File: src/rtl/fmul_sched_if.sv
// Request/response channels between the FP operand sources, the result
// consumer and the multiplier scheduler.
interface fmul_sched_if;
  logic        req0_valid;
  logic        req0_ready;
  logic [31:0] req0_a;
  logic [31:0] req0_b;
  logic        req1_valid;
  logic        req1_ready;
  logic [31:0] req1_a;
  logic [31:0] req1_b;
  logic        rsp_valid;
  logic        rsp_ready;
  logic        rsp_id;
  logic [31:0] rsp_data;

  // Requesters and the result consumer drive this side.
  modport master (
    output req0_valid, req0_a, req0_b,
    output req1_valid, req1_a, req1_b,
    output rsp_ready,
    input  req0_ready, req1_ready,
    input  rsp_valid, rsp_id, rsp_data
  );

  // The scheduler drives this side.
  modport slave (
    input  req0_valid, req0_a, req0_b,
    input  req1_valid, req1_a, req1_b,
    input  rsp_ready,
    output req0_ready, req1_ready,
    output rsp_valid, rsp_id, rsp_data
  );
endinterface

File: src/rtl/fmul_sched.sv
// Round-robin scheduler sharing one iterative FP multiplier core between two
// requesters; one operation in flight, fixed wait on the core latency.
module fmul_sched #(
  parameter int MUL_LAT = 26,
  parameter int CNT_W   = 6
) (
  input  logic         clk,
  input  logic         res,
  fmul_sched_if.slave  bus,
  output logic         mul_res,
  output logic [31:0]  mul_a,
  output logic [31:0]  mul_b,
  input  logic [31:0]  mul_out,
  output logic         busy
);

  localparam logic [1:0] ST_IDLE  = 2'd0;
  localparam logic [1:0] ST_ISSUE = 2'd1;
  localparam logic [1:0] ST_WAIT  = 2'd2;
  localparam logic [1:0] ST_RESP  = 2'd3;

  logic [1:0]       state;
  logic             last_grant;
  logic             cur_id;
  logic [CNT_W-1:0] wait_cnt;
  logic             idle;
  logic             grant0;
  logic             grant1;

  // last_grant names the requester served most recently; the other one wins a tie.
  assign idle   = (state == ST_IDLE);
  assign grant0 = idle & bus.req0_valid & (~bus.req1_valid | last_grant);
  assign grant1 = idle & bus.req1_valid & (~bus.req0_valid | ~last_grant);

  assign bus.req0_ready = grant0;
  assign bus.req1_ready = grant1;
  assign mul_res        = res | (state == ST_ISSUE);
  assign busy           = ~idle;

  // NOTE: every register here is updated with <= so all flops sample the
  // pre-edge values of each other, independent of statement order.
  always_ff @(posedge clk) begin
    if (res) begin
      state         <= ST_IDLE;
      last_grant    <= 1'b1;
      cur_id        <= 1'b0;
      wait_cnt      <= '0;
      mul_a         <= '0;
      mul_b         <= '0;
      bus.rsp_valid <= 1'b0;
      bus.rsp_id    <= 1'b0;
      bus.rsp_data  <= '0;
    end else begin
      case (state)
        ST_IDLE: begin
          if (grant0) begin
            mul_a      <= bus.req0_a;
            mul_b      <= bus.req0_b;
            cur_id     <= 1'b0;
            last_grant <= 1'b0;
            state      <= ST_ISSUE;
          end else if (grant1) begin
            mul_a      <= bus.req1_a;
            mul_b      <= bus.req1_b;
            cur_id     <= 1'b1;
            last_grant <= 1'b1;
            state      <= ST_ISSUE;
          end
        end
        ST_ISSUE: begin
          wait_cnt <= CNT_W'(MUL_LAT - 1);
          state    <= ST_WAIT;
        end
        ST_WAIT: begin
          // The core output is only trusted once the full latency has elapsed.
          if (wait_cnt == '0) begin
            bus.rsp_data  <= mul_out;
            bus.rsp_id    <= cur_id;
            bus.rsp_valid <= 1'b1;
            state         <= ST_RESP;
          end else begin
            wait_cnt <= wait_cnt - 1'b1;
          end
        end
        ST_RESP: begin
          if (bus.rsp_ready) begin
            bus.rsp_valid <= 1'b0;
            state         <= ST_IDLE;
          end
        end
        default: state <= ST_IDLE;
      endcase
    end
  end

endmodule

File: src/flat_wrapper.sv
// flat-port wrapper written by rule: the top's interface ports become plain ports
module fmul_sched_flat 
#(
  parameter int MUL_LAT = 26,
  parameter int CNT_W   = 6
)
  (clk, res, mul_res, mul_a, mul_b, mul_out, busy, bus_req0_valid, bus_req0_a, bus_req0_b, bus_req1_valid, bus_req1_a, bus_req1_b, bus_rsp_ready, bus_req0_ready, bus_req1_ready, bus_rsp_valid, bus_rsp_id, bus_rsp_data);
  fmul_sched_if bus_i ();
  input  logic clk;
  input  logic res;
  output logic mul_res;
  output logic [31:0] mul_a;
  output logic [31:0] mul_b;
  input  logic [31:0] mul_out;
  output logic busy;
  input wire logic [$bits(bus_i.req0_valid)-1:0] bus_req0_valid;
  input wire logic [$bits(bus_i.req0_a)-1:0] bus_req0_a;
  input wire logic [$bits(bus_i.req0_b)-1:0] bus_req0_b;
  input wire logic [$bits(bus_i.req1_valid)-1:0] bus_req1_valid;
  input wire logic [$bits(bus_i.req1_a)-1:0] bus_req1_a;
  input wire logic [$bits(bus_i.req1_b)-1:0] bus_req1_b;
  input wire logic [$bits(bus_i.rsp_ready)-1:0] bus_rsp_ready;
  output wire logic [$bits(bus_i.req0_ready)-1:0] bus_req0_ready;
  output wire logic [$bits(bus_i.req1_ready)-1:0] bus_req1_ready;
  output wire logic [$bits(bus_i.rsp_valid)-1:0] bus_rsp_valid;
  output wire logic [$bits(bus_i.rsp_id)-1:0] bus_rsp_id;
  output wire logic [$bits(bus_i.rsp_data)-1:0] bus_rsp_data;
  assign bus_i.req0_valid = bus_req0_valid;
  assign bus_i.req0_a = bus_req0_a;
  assign bus_i.req0_b = bus_req0_b;
  assign bus_i.req1_valid = bus_req1_valid;
  assign bus_i.req1_a = bus_req1_a;
  assign bus_i.req1_b = bus_req1_b;
  assign bus_i.rsp_ready = bus_rsp_ready;
  assign bus_req0_ready = bus_i.req0_ready;
  assign bus_req1_ready = bus_i.req1_ready;
  assign bus_rsp_valid = bus_i.rsp_valid;
  assign bus_rsp_id = bus_i.rsp_id;
  assign bus_rsp_data = bus_i.rsp_data;
  fmul_sched #(.MUL_LAT(MUL_LAT), .CNT_W(CNT_W)) u_core (.clk(clk), .res(res), .bus(bus_i), .mul_res(mul_res), .mul_a(mul_a), .mul_b(mul_b), .mul_out(mul_out), .busy(busy));
endmodule
File: config.mk
export PLATFORM = sky130hd
export DESIGN_NAME = fmul_sched_flat
export DESIGN_NICKNAME = d
export VERILOG_FILES = /design/src/rtl/fmul_sched_if.sv /design/src/rtl/fmul_sched.sv /design/src/flat_wrapper.sv
export SDC_FILE = /design/constraint.sdc
export NUM_CORES = 1
export LEC_CHECK = 0
export CORE_AREA = 2 2 146 91
export DETAILED_ROUTE_END_ITERATION = 12
export DIE_AREA = 0 0 148 93
export PLACE_DENSITY = 0.89
export SYNTH_ARGS = -nofsm -noshare
export SYNTH_HDL_FRONTEND = slang
export SYNTH_SLANG_ARGS = --single-unit
File: constraint.sdc
create_clock -name clk -period 2.05 [get_ports clk]
set_input_delay 0.41 -clock clk [delete_from_list [all_inputs] [get_ports clk]]
set_output_delay 0.41 -clock clk [all_outputs]
set_load 0.01 [all_outputs]
==> flow_summary_export.csv <==
group,metric,value,unit
worst_setup_path,cp_slowest_cell,"dfxtp_2",
clock_tree,ctsRootBufferMaster,"clkbuf_16",
run_status,run_status,"complete, no violations",
power,vdd_drop_max,593,µV
worst_setup_path,cp-endpoint,"mul_res",
power,p_per_area,1180,nW/µm²
yosys,ys_ff,108,
timing,setup_viol,0,
worst_setup_path,r2r_slack,0.24,ns
yosys,common_cells,"dfxtp_1, nor2_1, nand2_1",
yosys,synth.distinct_cells,36,
worst_setup_path,r2r_start,"u_core.state[0]$_SDFFE_PP0P_",
floorplanning,placeableCoreArea,12500,µm²
timing,max_slew_margin,62.7,%
drt,drc_errors,0,
placement,gp_congestion,0.811,
timing,fmax,0.511,GHz
worst_setup_path,worst_ep_arrival_time,1.55,ns
power,p_switching,3.27,mW
timing,period_needed,1.96,ns
yosys,synth-async-reset-ratio,0,%
worst_hold_path,hold-path-endpoint,"u_core.bus.rsp_data[1]$_SDFFE_PP0P_",
timing,fin_crit_sh,95.5,%
yosys,yosys.stat.chipArea,4630,µm²
timing,setup_tns,0,ns
timing,clock_skew,0.00723,ns
power,pg_seq,3.04,mW
## cell families (layout without fill, tap and decap cells)
family | after synthesis | count (layout) | synth area share [%]
AND-OR/OR-AND | 121 | 121 | 17.6
adder cells (fa/ha/maj) | 7 | 7 | 1.89
buffers and inverters | 49 | 309 | 5.57
flip-flops | 108 | 108 | 46.7
multiplexers | 64 | 64 | 13.8
AND/OR/NAND/NOR | 163 | 163 | 14.4
## metal layers
layer / part of all wire (%) / vias up / wire length [µm]
li1: - / 2309 / -
met5: 0 / - / 0
met2: 47 / 154 / 6630
met1: 43 / 2044 / 6080
met3: 8.3 / 15 / 1170
met4: 1.3 / 0 / 181
## placed cells by master, fill, tap and decap left out, drive strengths merged, types with 2 or more instances in the layout
| master | n |
|---|---|
| clkinv | 2 |
| or4 | 2 |
| mux2i | 64 |
| nand3 | 4 |
| a21oi | 41 |
| dlygate4sd2 | 4 |
| a31oi | 2 |
| inv | 11 |
| a211o | 2 |
| o211ai | 3 |
| nand3b | 2 |
| ha | 7 |
| or3 | 2 |
| clkbuf | 10 |
| o21ai | 4 |
| a211oi | 65 |
| buf | 20 |
| nand2 | 72 |
| dfxtp | 108 |
| nor2 | 73 |
| nand2b | 3 |
| clkdlybuf4s50 | 260 |
## registers in the layout, summed over array words and instances, names as in the netlist
register / cells
u_core.cur_id: 1
u_core.mul_b: 32
u_core.last_grant: 1
u_core.state: 2
u_core.bus.rsp_id: 1
u_core.wait_cnt: 6
u_core.bus.rsp_valid: 1
u_core.mul_a: 32
u_core.bus.rsp_data: 32
## stage by stage
stage | utilization (%) | hold WS, ns
after floorplan | - | 0.432
after global placement | 60.1 | 0.441
after detailed placement | 60.1 | 0.446
after CTS | 62.5 | 0.455
after global routing | 62.7 | 0.478
final | 62.7 | 0.453
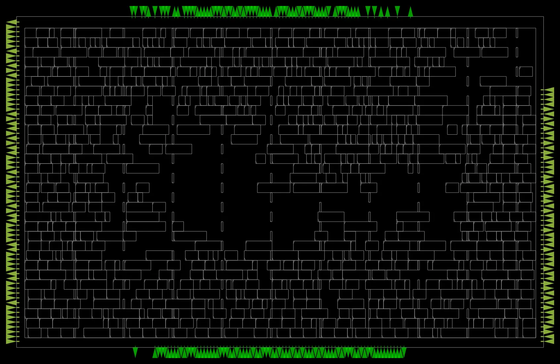
*Cell outlines without signal wires*
n_taps: 170
fillers: 1066
number of cell rows: 32

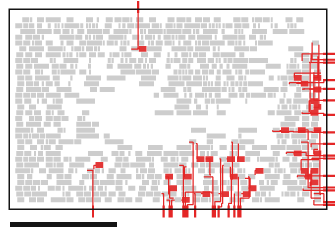
*Wires at chosen ports, followed through buffers*
The bar under the picture is 50 µm long.
`bus_req0_a`: shown in red, direction input, edge 16 east, 15 south, 1 north, end cells 32, buffers 32, wire 762 µm.
num ports: 267
I/O Buffers: 266

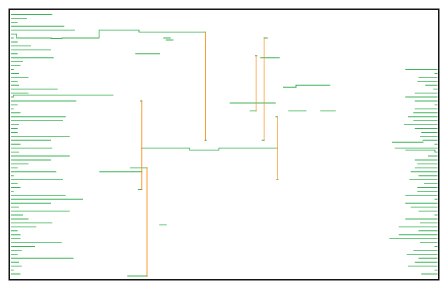
*Signal wires by layer*
Only two layers are drawn.
metal 4: shown in orange, wire length 182 µm. metal 3: shown in green, wire length 1170 µm.

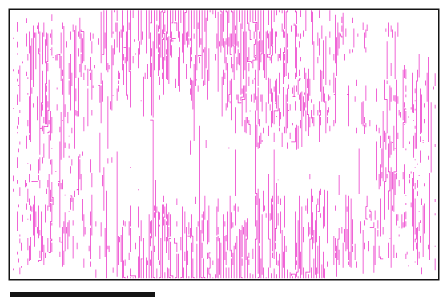
*The metal 2 layer*
The bar under the picture is 50 µm long.
The wires run mostly vertical. The layer holds 47% of the routed length.

Power figures rest on the tool's default switching activity, not on a simulated workload.
